==> src/rtl/intersection_ctrl.sv <==
// Two-phase traffic intersection controller with pedestrian walk service.
// Sequences NS/EW greens, yellows and all-red clearances on enabled edges.
//
// Ports:
//   clk            rising-edge clock
//   reset          asynchronous, active-low reset
//   enable         1 = sequencing advances, 0 = freeze
//   ns_car/ew_car  vehicle presence sensors (level)
//   ped_ns_req     pedestrian request, NS crossing (pulse or level)
//   ped_ew_req     pedestrian request, EW crossing (pulse or level)
//   ns_* / ew_*    registered lamp drives, exactly one lit per approach
//   ns_walk/ew_walk registered walk lamps
//   phase          registered state code (0..5)
module intersection_ctrl #(
    parameter int GREEN_MIN = 10,
    parameter int GREEN_MAX = 30,
    parameter int YELLOW_T  = 4,
    parameter int ALLRED_T  = 2,
    parameter int WALK_T    = 6
) (
    input  logic       clk,
    input  logic       reset,
    input  logic       enable,
    input  logic       ns_car,
    input  logic       ew_car,
    input  logic       ped_ns_req,
    input  logic       ped_ew_req,
    output logic       ns_red,
    output logic       ns_yellow,
    output logic       ns_green,
    output logic       ew_red,
    output logic       ew_yellow,
    output logic       ew_green,
    output logic       ns_walk,
    output logic       ew_walk,
    output logic [2:0] phase
);

    typedef enum logic [2:0] {
        NS_GREEN  = 3'd0,
        NS_YELLOW = 3'd1,
        ALL_RED_1 = 3'd2,
        EW_GREEN  = 3'd3,
        EW_YELLOW = 3'd4,
        ALL_RED_2 = 3'd5
    } state_e;

    localparam logic [7:0] GMIN_M1 = 8'(GREEN_MIN - 1);
    localparam logic [7:0] GMAX_M1 = 8'(GREEN_MAX - 1);
    localparam logic [7:0] YEL_M1  = 8'(YELLOW_T - 1);
    localparam logic [7:0] ARED_M1 = 8'(ALLRED_T - 1);
    localparam logic [7:0] WALK_L  = 8'(WALK_T);

    state_e     state_q, state_d;
    logic [7:0] cnt_q, cnt_d;

    logic       ns_ped_q, ns_ped_d;
    logic       ew_ped_q, ew_ped_d;
    logic       ns_srv_q, ns_srv_d;
    logic       ew_srv_q, ew_srv_d;

    logic       ns_red_q, ns_red_d;
    logic       ns_yel_q, ns_yel_d;
    logic       ns_grn_q, ns_grn_d;
    logic       ew_red_q, ew_red_d;
    logic       ew_yel_q, ew_yel_d;
    logic       ew_grn_q, ew_grn_d;
    logic       ns_walk_q, ns_walk_d;
    logic       ew_walk_q, ew_walk_d;

    logic       ns_dem;
    logic       ew_dem;
    logic       ns_enter;
    logic       ew_enter;

    // Next-state and dwell counter
    always_comb begin
        state_d = state_q;
        cnt_d   = cnt_q + 8'd1;
        ns_dem  = ns_car | ns_ped_q;
        ew_dem  = ew_car | ew_ped_q;

        unique case (state_q)
            NS_GREEN: begin
                if ((ew_dem && cnt_q >= GMIN_M1) ||
                    cnt_q >= GMAX_M1)
                    state_d = NS_YELLOW;
            end
            NS_YELLOW: begin
                if (cnt_q >= YEL_M1)
                    state_d = ALL_RED_1;
            end
            ALL_RED_1: begin
                if (cnt_q >= ARED_M1)
                    state_d = EW_GREEN;
            end
            EW_GREEN: begin
                if ((ns_dem && cnt_q >= GMIN_M1) ||
                    cnt_q >= GMAX_M1)
                    state_d = EW_YELLOW;
            end
            EW_YELLOW: begin
                if (cnt_q >= YEL_M1)
                    state_d = ALL_RED_2;
            end
            ALL_RED_2: begin
                if (cnt_q >= ARED_M1)
                    state_d = NS_GREEN;
            end
            default: begin
                state_d = ALL_RED_2;
            end
        endcase

        // Any state change restarts the dwell count; this also
        // covers recovery from an illegal code.
        if (state_d != state_q)
            cnt_d = 8'd0;

        // Paused: sensors are ignored and everything holds.
        if (!enable) begin
            state_d = state_q;
            cnt_d   = cnt_q;
        end
    end

    // Pedestrian latches and walk service
    always_comb begin
        ns_enter = enable && (state_d == NS_GREEN) &&
                   (state_q != NS_GREEN);
        ew_enter = enable && (state_d == EW_GREEN) &&
                   (state_q != EW_GREEN);

        // A request on the entry edge is folded into this service
        // rather than left pending for the next cycle.
        ns_ped_d = ns_ped_q | ped_ns_req;
        ns_srv_d = ns_srv_q;
        if (ns_enter) begin
            ns_ped_d = 1'b0;
            ns_srv_d = ns_ped_q | ped_ns_req;
        end

        ew_ped_d = ew_ped_q | ped_ew_req;
        ew_srv_d = ew_srv_q;
        if (ew_enter) begin
            ew_ped_d = 1'b0;
            ew_srv_d = ew_ped_q | ped_ew_req;
        end

        ns_walk_d = (state_d == NS_GREEN) && ns_srv_d &&
                    (cnt_d < WALK_L);
        ew_walk_d = (state_d == EW_GREEN) && ew_srv_d &&
                    (cnt_d < WALK_L);
    end

    // Lamp decode of the next state, so lamps and phase
    // register on the same edge.
    always_comb begin
        ns_red_d = 1'b1;
        ns_yel_d = 1'b0;
        ns_grn_d = 1'b0;
        ew_red_d = 1'b1;
        ew_yel_d = 1'b0;
        ew_grn_d = 1'b0;

        unique case (state_d)
            NS_GREEN: begin
                ns_red_d = 1'b0;
                ns_grn_d = 1'b1;
            end
            NS_YELLOW: begin
                ns_red_d = 1'b0;
                ns_yel_d = 1'b1;
            end
            EW_GREEN: begin
                ew_red_d = 1'b0;
                ew_grn_d = 1'b1;
            end
            EW_YELLOW: begin
                ew_red_d = 1'b0;
                ew_yel_d = 1'b1;
            end
            default: begin
                ns_red_d = 1'b1;
                ew_red_d = 1'b1;
            end
        endcase
    end

    always_ff @(posedge clk or negedge reset) begin
        if (!reset) begin
            state_q   <= ALL_RED_2;
            cnt_q     <= 8'd0;
            ns_ped_q  <= 1'b0;
            ew_ped_q  <= 1'b0;
            ns_srv_q  <= 1'b0;
            ew_srv_q  <= 1'b0;
            ns_red_q  <= 1'b1;
            ns_yel_q  <= 1'b0;
            ns_grn_q  <= 1'b0;
            ew_red_q  <= 1'b1;
            ew_yel_q  <= 1'b0;
            ew_grn_q  <= 1'b0;
            ns_walk_q <= 1'b0;
            ew_walk_q <= 1'b0;
        end else begin
            state_q   <= state_d;
            cnt_q     <= cnt_d;
            ns_ped_q  <= ns_ped_d;
            ew_ped_q  <= ew_ped_d;
            ns_srv_q  <= ns_srv_d;
            ew_srv_q  <= ew_srv_d;
            ns_red_q  <= ns_red_d;
            ns_yel_q  <= ns_yel_d;
            ns_grn_q  <= ns_grn_d;
            ew_red_q  <= ew_red_d;
            ew_yel_q  <= ew_yel_d;
            ew_grn_q  <= ew_grn_d;
            ns_walk_q <= ns_walk_d;
            ew_walk_q <= ew_walk_d;
        end
    end

    assign ns_red    = ns_red_q;
    assign ns_yellow = ns_yel_q;
    assign ns_green  = ns_grn_q;
    assign ew_red    = ew_red_q;
    assign ew_yellow = ew_yel_q;
    assign ew_green  = ew_grn_q;
    assign ns_walk   = ns_walk_q;
    assign ew_walk   = ew_walk_q;
    assign phase     = state_q;

endmodule

==> config.mk <==
export PLATFORM = sky130hd
export DESIGN_NAME = intersection_ctrl
export DESIGN_NICKNAME = d
export VERILOG_FILES = /design/src/rtl/intersection_ctrl.sv
export SDC_FILE = /design/constraint.sdc
export NUM_CORES = 1
export LEC_CHECK = 0
export ABC_AREA = 1
export CORE_ASPECT_RATIO = 1.2
export CORE_MARGIN = 5
export CORE_UTILIZATION = 50
export DETAILED_ROUTE_END_ITERATION = 8
export PLACE_DENSITY = 0.83
export SYNTH_ARGS = -nofsm -noshare
export SYNTH_HDL_FRONTEND = slang
export SYNTH_SLANG_ARGS = --single-unit
==> constraint.sdc <==
create_clock -name clk -period 2.6 [get_ports clk]
set_clock_uncertainty 0.05 [all_clocks]
set_input_delay 0.52 -clock clk [delete_from_list [all_inputs] [get_ports clk]]
set_output_delay 0.52 -clock clk [all_outputs]
set_load 0.005 [all_outputs]
run_1/clock_nets.png
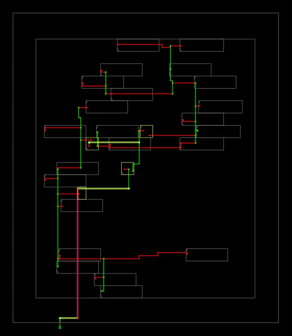
worst-skew pair later-pin latency: 0.31 ns
Flops: 23
clock sink count: 23
Clk power: 0.000167 W

run_1/pinout.png
Scale bar: 20 um. Pins as bars across the die edge, other pins in gray.
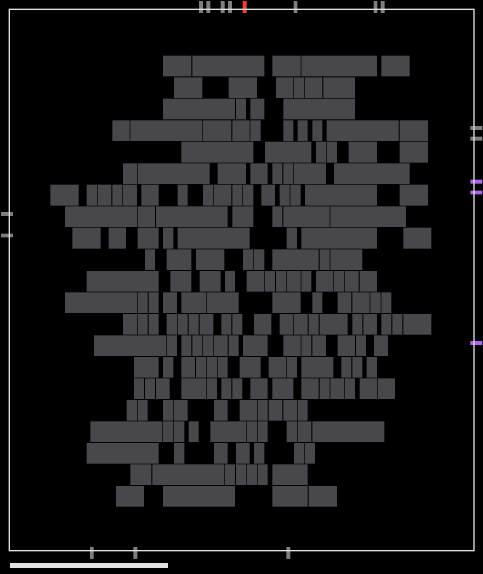
- phase: purple (pins 3; direction output; edge right)
- ns_green: red (pins 1; direction output; edge top)
- all pins by edge: 8 top, 5 right, 3 bottom, 2 left

==> GITHUB_STEP_SUMMARY, run 1 <==
### Metrics collected by this job

| Metric | Value |
|---|---|
| Status | `finished, final reports clean` |
| Hold Buf Count CTS | `0` |
| Total congestion overflow | `0` |
| HP Start | `ew_ped_q$_DFF_PN0_` |
| CTS max path bufs | `2` |
| Synth warn | `0` |
| Total Wirelength | `about 2600 um` |
| Number of diodes | `0` |
| DIE AREA | `4000 um^2` |
| CP arrival | `2.36 ns` |
| CTS H-tree lvls | `1` |
| Flops after synth | `23` |
| Final setup violation count | `0` |
| DR vias | `~1100` |
| Most used flip-flop cell | `dfrtp_1` |
| Die W | `between 50 and 60 um` |
| Rows | `21` |
| Worst IR Drop VDD | `between 0.8 and 0.9 mV` |
| Worst setup SP type | `register` |
| Largest net degree at the start of global routing | `24` |
| Layout cell share with drive strength beyond 1 | `0.243` |
| CTS root buf | `clkbuf_4` |
| Resize count post-CTS | `0` |
| Mean post-synth cell area | `7.83 um^2` |
| R2r worst-path depth | `14` |
| Critical path class | `register to register` |
| Routed wl met3 | `68 um` |
| Routed Antenna Nets | `0` |
| Fmax | `between 400 and 500 MHz` |
| Leading area contributor after synthesis | `dfrtp_1` |
| M1 WL | `~1200 um` |
| Crit path max fanout | `5` |
| Routed wl met2 | `1300 um` |
| Mapped Nets | `about 190` |
run_1/route_heat.png
Scale bar: 20 um. 12 x 14 tiles, from dark blue (low) to red (high), scaled to the fullest tile. Values are wire area over tile area, all layers added.
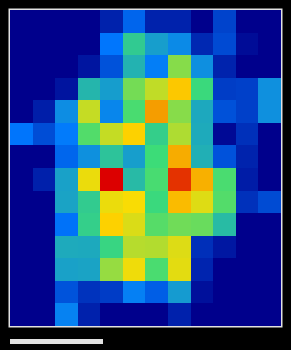
- fullest tile: 0.40
- densest ninth of the die: middle
- mean over tiles: 0.10
- tiles over half the peak: 22%
- nearly empty tiles: 33%

run_1/ff_map.png
Scale bar: 20 um. Other sequential cells in the stronger gray, the rest of the logic in the fainter gray.
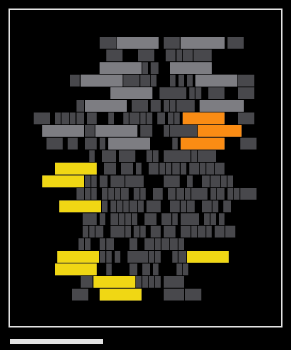
- phase: orange (placed flops 3)
- cnt_q: yellow (placed flops 8; where bottom left)

## run 1: per-stage QoR
step	hold WS (ns)	setup WS, ns	power, W	instances
floorplan	0.174	0.740	0.00121	181
global route	0.514	0.211	0.00177	236
global placement	0.454	0.254	0.00146	232
finish	0.484	0.445	0.00163	236
detailed placement	0.453	0.190	0.00147	232
CTS	0.487	0.451	0.00164	236
## run 1: placed cells by master, fill, tap and decap left out, types with 2 or more instances in the layout
cell type         n
a21oi_1           2
and2_1            2
buf_4             3
clkbuf_4          3
clkdlybuf4s50_1  17
dfrtp_1          19
dfstp_2           4
ha_1              3
inv_1            24
inv_2             9
nand2_1          33
nand2_2           8
nand3_1          14
nand3_2           3
nand4_1           2
nor2_1           21
nor2_2            7
nor2_4            4
nor3_1            3
o21ai_0           6
o21ai_4           2
or2_2             2
xor2_1            4
## run 1: worst max-delay path: stages (launching register included)
cell and delay, ns:
dfrtp_1 0.46, inv_1 0.10, ha_1 0.18, nand2_1 0.10, a21oi_2 0.22, nand2_1 0.09
nand2_1 0.07, nand2_2 0.07, nor2_4 0.11, nand2_1 0.06, nand3_1 0.12, nand2_1 0.12
o21ai_0 0.12, nand3_1 0.13, nor2_1 0.10
## run 1: layout make-up
| type | instances | area [um^2] | area share |
|---|---|---|---|
| multi-input cells | 122 | 694 | 0.418 |
| well taps | 34 | 42.5 | 0.0256 |
| clock buffers | 3 | 22.5 | 0.0136 |
| clock inverters | 1 | 5.00 | 0.00301 |
| flip-flops and latches | 23 | 581 | 0.349 |
| inverters | 33 | 124 | 0.0745 |
| repair buffers | 20 | 193 | 0.116 |
## run 1: layer usage
layer  GRT usage  vias to the layer above
met2       0.258                       13
met5           0                        -
met3      0.0264                        4
met1       0.167                      520
met4      0.0623                        0
li1            -                      597
## run 1: logic make-up after synthesis
family          share of synthesized area
buf+inv                            0.0998
compound gates                     0.0663
simple gates                        0.373
xor+xnor                           0.0247
flops                               0.410
fa+ha+maj                          0.0265
## run 1: how the worst max path moves through the flow
| stage | from | endpoint |
|---|---|---|
| after floorplan | cnt_q[0]$_DFFE_PN0P_ | ns_srv_q$_DFF_PN0_ |
| after global placement | enable | ew_walk$_DFF_PN0_ |
| after detailed placement | enable | ns_walk$_DFF_PN0_ |
| after CTS | cnt_q[0]$_DFFE_PN0P_ | ew_walk$_DFF_PN0_ |
| after global routing | cnt_q[0]$_DFFE_PN0P_ | ew_walk$_DFF_PN0_ |
| final | cnt_q[0]$_DFFE_PN0P_ | ew_walk$_DFF_PN0_ |
## run 1: where the power goes
part	internal [W]	total (W)	switching, W
sequential	0.000483	0.000567	0.0000844
clock	0.0000574	0.000167	0.000110
combinational	0.000380	0.000895	0.000515
## Run 2: what changed since run 1
CORE_UTILIZATION = 49   (was 50)
PLACE_DENSITY = 0.85   (was 0.83)
clock period = 1.9 ns   (was 2.6 ns; I/O delays follow)
run_2/clock_nets.png
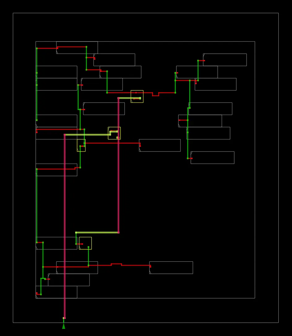
worst-skew pair later-pin latency: 0.33 ns
# clk buffers: 3
Clk power: 0.000243 W
CTS Buf Count: 3

==> run 2 against run 1 <==
Effect of this change: the flow now finishes with violations (setup timing); critical path depth grew 2; setup slack got worse by 0.67 ns; sequential power is 37% higher; combinational power rose by 100%; area after synthesis unchanged; critical path type unchanged; synthesized cell count unchanged; routed wire length increased by 34%; clock-buffer cell count unchanged; first-iteration DRC count rose by 9.7%.
==> GITHUB_STEP_SUMMARY, run 2 <==
### Metrics collected by this job

| Metric | Value |
|---|---|
| Final setup violation count | `16` |
| DR vias | `approximately 1400` |
| Number of enable flip-flop cells | `0` |
| Die W | `between 50 and 60 um` |
| Worst setup SP type | `register` |
| Fmax | `roughly 470 MHz` |
| Worst IR Drop VDD | `~0.97 mV` |
| Crit path max fanout | `6` |
| Number of diodes | `0` |
| Layout cell share with drive strength beyond 1 | `0.444` |
| Status | `finished with violations` |
| Commonest Layout Cell | `buf_4` |
| Flops after synth | `23` |
| Mapped Nets | `191` |
| Worst slew margin | `0.734` |
| Flop area | `roughly 600 um^2` |
| CTS max path bufs | `2` |
| Cells after Synth | `~180` |
| Leading area contributor after synthesis | `dfrtp_1` |
| Final hold slack | `about 0.33 ns` |
| Most used flip-flop cell | `dfrtp_1` |
| Rows | `21` |
| CTS H-tree lvls | `1` |
| Leading cell types in the layout, fill and taps excluded | `buf_4 (40), nand2_1 (29), inv_1 (20)` |
| CP arrival | `about 2.3 ns` |
| Multi-input gate area | `779 um^2` |
| Total Wirelength | `around 3500 um` |
| Failing checks | `setup timing` |
| Hold Buf Count CTS | `0` |
| Total congestion overflow | `0` |
| Post-Syn Area | `approximately 1400 um^2` |
| Largest net degree at the start of global routing | `24` |
| Mean post-synth cell area | `between 7 and 8 um^2` |
| R2r worst-path depth | `16` |
| Clock sink count | `23` |
| Cell with the most instances after synthesis | `nand2_1` |
| Critical Path Start | `cnt_q[1]$_DFF_PN0_` |
| Place WS | `-0.363 ns` |
| CTS root buf | `clkbuf_4` |
| Routed Antenna Nets | `0` |
| Critical path class | `register to register` |
| DIE AREA | `4070 um^2` |
| Synth warn | `0` |
| Setup ws final | `-0.221 ns` |
==> run 2: cell counts after synthesis <==
Identical to the previous run, type by type.
==> run 2: through the flow <==
step | cells | cell area, um^2 | setup TNS [ns] | total power [W] | util
finish | 273 | 2030 | -1.75 | 0.00283 | 0.728
global placement | 262 | 1860 | -2.65 | 0.00223 | 0.668
global route | 273 | 2030 | -4.16 | 0.00306 | 0.728
detailed placement | 262 | 1860 | -3.47 | 0.00227 | 0.668
CTS | 272 | 1990 | -1.48 | 0.00274 | 0.713
floorplan | 181 | 1420 | 0 | 0.00166 | -
==> run 2: worst max-delay path: stages, from the launching register on <==
cell and delay [ns]:
dfrtp_1 0.44, inv_2 0.09, ha_4 0.17, inv_4 0.06, nand3_2 0.06, nand2_1 0.08, nand2_2 0.07, nand2_1 0.08
nand2_2 0.06, nand2_2 0.07, nand2_2 0.07, nor2_4 0.11, o21ai_4 0.09, buf_4 0.15, nor2_4 0.12, nand3_2 0.09
and2_4 0.17
==> run 2: kinds of logic (layout without fill, tap and decap cells) <==
| family | count (synthesis) | count (layout) | synth area share |
|---|---|---|---|
| and+or+nand+nor | 102 | 102 | 0.373 |
| adders and majority gates | 3 | 3 | 0.0265 |
| buffers and inverters | 36 | 94 | 0.0998 |
| AOI/OAI and AO/OA | 13 | 13 | 0.0663 |
| xor gates and xnor gates | 4 | 4 | 0.0247 |
| DFF | 23 | 23 | 0.410 |
==> run 2: how the worst max path moves through the flow <==
stage	endpoint	slack, ns	cells after the start
after detailed placement	ew_walk$_DFF_PN0_	-0.36	8
after global routing	ns_walk$_DFF_PN0_	-0.36	15
final	ns_srv_q$_DFF_PN0_	-0.22	16
after floorplan	ns_srv_q$_DFF_PN0_	0.04	14
after CTS	ew_walk$_DFF_PN0_	-0.20	14
after global placement	ns_walk$_DFF_PN0_	-0.28	8
==> run 2: timing repair <==
| item | CTS | global route |
|---|---|---|
| gates resized | 20 | 9 |
| endpoints found under the setup margin | 18 | 17 |
| pin swaps | 16 | 14 |
| buffers inserted | 6 | 1 |
==> run 2: per-layer routing <==
layer | global-route usage | routed length (um)
met1 | 0.219 | 1380
met2 | 0.344 | 1820
met4 | 0.147 | 116
met5 | 0 | 0
met3 | 0.0186 | 166
==> run 2: power breakdown <==
group          internal, W  total (W)  switching, W
registers         0.000664   0.000778      0.000114
logic             0.000896    0.00181      0.000916
clock network    0.0000793   0.000243      0.000163
total              0.00164    0.00283       0.00119
==> run 2: cell type report <==
cell class / instances / share of cell area
clock inverters: 1 / 0.00247
repair buffers: 57 / 0.231
flip-flops and latches: 23 / 0.288
inverters: 33 / 0.0623
clock buffers: 3 / 0.0111
well taps: 34 / 0.0210
multi-input cells: 122 / 0.385
## Run 3: what changed since run 2
SETUP_SLACK_MARGIN = 0.05   (was default)
run_3/route_heat.png
Scale bar: 20 um. 12 x 14 tiles, from dark blue (low) to red (high), scaled to the fullest tile. Values are wire area over tile area, all layers added.
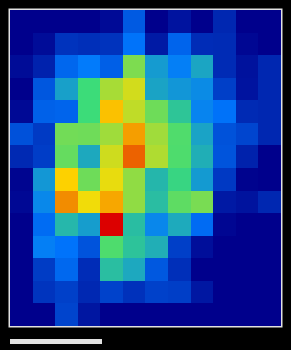
- emptiest ninth of the die: bottom right
- densest ninth of the die: middle
- mean over tiles: 0.15
- nearly empty tiles: 27%

==> run 3 against run 2 <==
Effect of this change: the flow still finishes with violations (setup timing); cell count fell by 1.8%; worst hold slack improved by 0.029 ns; die area did not move; power rose by 4.9%; final area rose by 0.19%; setup slack got worse by 0.10 ns; largest cell class unchanged; routed wire length rose by 11%; largest power group unchanged.
==> GITHUB_STEP_SUMMARY, run 3 <==
### Metrics collected by this job

| Metric | Value |
|---|---|
| Crit end category | `register` |
| Post-layout util | `0.729` |
| Post-Syn Area | `about 1400 um^2` |
| CTS root buf | `clkbuf_4` |
| Largest logic family | `simple AND/OR/NAND/NOR gates` |
| Final setup TNS | `-2.27 ns` |
| Number of diodes | `0` |
| Worst slew margin | `0.785` |
| CTS H-tree lvls | `1` |
| Cell with the most instances after synthesis | `nand2_1` |
| Slowest CP cell | `dfrtp_2` |
| Crit-path most repeated cell | `nand2_1` |
| Rows | `21` |
| Routed Antenna Nets | `0` |
| Place WS | `-0.415 ns` |
| Cells after Synth | `181` |
| CTS Buf Count | `3` |
| Crit path max fanout | `4` |
| Mapped Nets | `around 190` |
| Final setup violation count | `16` |
| Fmax | `450 MHz` |
| Setup ws final | `-0.321 ns` |
| Flops after synth | `23` |
| Synth warn | `0` |
| Worst setup SP type | `register` |
| Largest net degree at the start of global routing | `24` |
| Yosys chip area | `approximately 1400 um^2` |
| Mean post-synth cell area | `slightly below 8 um^2` |
| CP peak stage delay | `between 0.4 and 0.5 ns` |
| Total congestion overflow | `0` |
| Status | `finished with violations` |
| Area fraction in xor and xnor cells | `0.0247` |
| Simple-Gate Fraction of Synth Area | `0.373` |
| Critical path class | `register to register` |
| CP arrival | `roughly 2.4 ns` |
| Die W | `a little under 60 um` |
| Failing checks | `setup timing` |
| CTS max path bufs | `2` |
| Commonest Layout Cell | `buf_4` |
| Most used flip-flop cell | `dfrtp_1` |
| Adder-Cell Fraction of Synth Area | `0.0265` |
| Layout cell share with drive strength beyond 1 | `0.462` |
| Critical path, cell by cell | `inv_2 -> ha_4 -> nand3_2 -> nand2_2 -> nand2_2 -> nand2_1 -> nand2_1 -> nand2_1 -> nand2_2 -> nor2_4 -> nand2_1 -> nand3_4 -> nand2_4 -> o31ai_1 -> nand3_1 -> nor2_2` |
| Final Power | `around 0.003 W` |
| Worst-skew pair later-pin latency | `approximately 0.31 ns` |
| Initial antenna violation count | `0` |
| Leading cell types in the layout, fill and taps excluded | `buf_4 (33), nand2_1 (29), inv_1 (19)` |
run 3: cell counts after synthesis:
No cell type changed its count.
run 3: routing by layer:
layer,vias to the layer above,global-route usage,wire length (um)
met5,-,0,0
met4,0,0.0822,178
met1,656,0.229,1460
li1,658,-,-
met2,54,0.380,2060
met3,20,0.0168,164
run 3: worst max-delay path: cells and delay by family, from the launching register on:
kind | cells | cell delay (ns)
buffers and inverters | 1 | 0.10
flip-flops | 1 | 0.48
AND-OR/OR-AND | 1 | 0.10
AND/OR/NAND/NOR | 13 | 1.28
adder cells (fa/ha/maj) | 1 | 0.16
run 3: power breakdown:
group / leakage (nW) / switching, W / internal, W / total [W]
Combinational: 0.748 / 0.00104 / 0.000919 / 0.00196
Clock: 0.0177 / 0.000156 / 0.0000785 / 0.000235
Sequential: 0.277 / 0.000109 / 0.000664 / 0.000774
Total: 1.04 / 0.00131 / 0.00166 / 0.00297
run 3: logic make-up (layout without fill, tap and decap cells):
group,count (synthesis),after routing
AOI/OAI and AO/OA,13,13
and+or+nand+nor,102,102
adders and majority gates,3,3
buffers and inverters,36,89
xor gates and xnor gates,4,4
DFF,23,23
run 3: worst max-delay path by stage:
stage,end,cells past startpoint,from
floorplan,ew_srv_q$_DFF_PN0_,13,phase[0]$_DFF_PN1_
global placement,ns_walk$_DFF_PN0_,8,enable
detailed placement,ew_walk$_DFF_PN0_,8,enable
CTS,ew_walk$_DFF_PN0_,14,cnt_q[1]$_DFF_PN0_
global route,ew_walk$_DFF_PN0_,17,cnt_q[1]$_DFF_PN0_
finish,ew_walk$_DFF_PN0_,16,cnt_q[0]$_DFFE_PN0P_
run 3: layout make-up:
cell class	count	area [um^2]	share of cell area
clock buffer	3	22.5	0.0111
clock inverter	1	5.00	0.00246
inverter	33	129	0.0635
multi-input combinational	122	807	0.397
sequential	23	583	0.287
tap	34	42.5	0.0209
timing repair buffer	52	442	0.217
run 3: through the flow:
step | hold WS, ns | area (um^2) | cells
floorplan | 0.0344 | 1420 | 181
global route | 0.367 | 2030 | 268
finish | 0.355 | 2030 | 268
detailed placement | 0.465 | 1830 | 258
global placement | 0.465 | 1830 | 258
CTS | 0.356 | 1950 | 267
run 3: timing repair:
| action | CTS | global route |
|---|---|---|
| pin swaps | 16 | 18 |
| endpoints found under the setup margin | 17 | 20 |
| gates resized | 16 | 26 |
| buffers inserted | 5 | 2 |

==> screenshots <==
M1 wires.
Scale bar: 20 um.
shot_01.png
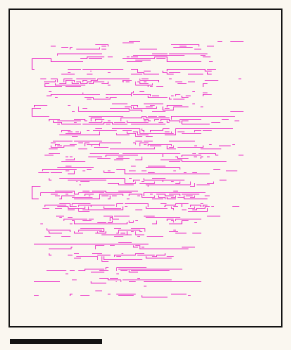
shot_02.png
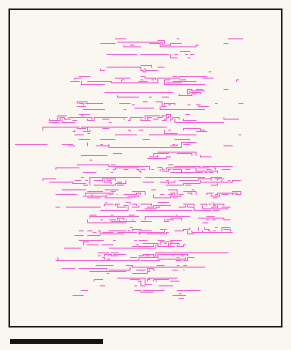
shot_02.png comes from run 1.
shot_01.png comes from run 3.

Power is estimated from default activity; no workload was simulated.
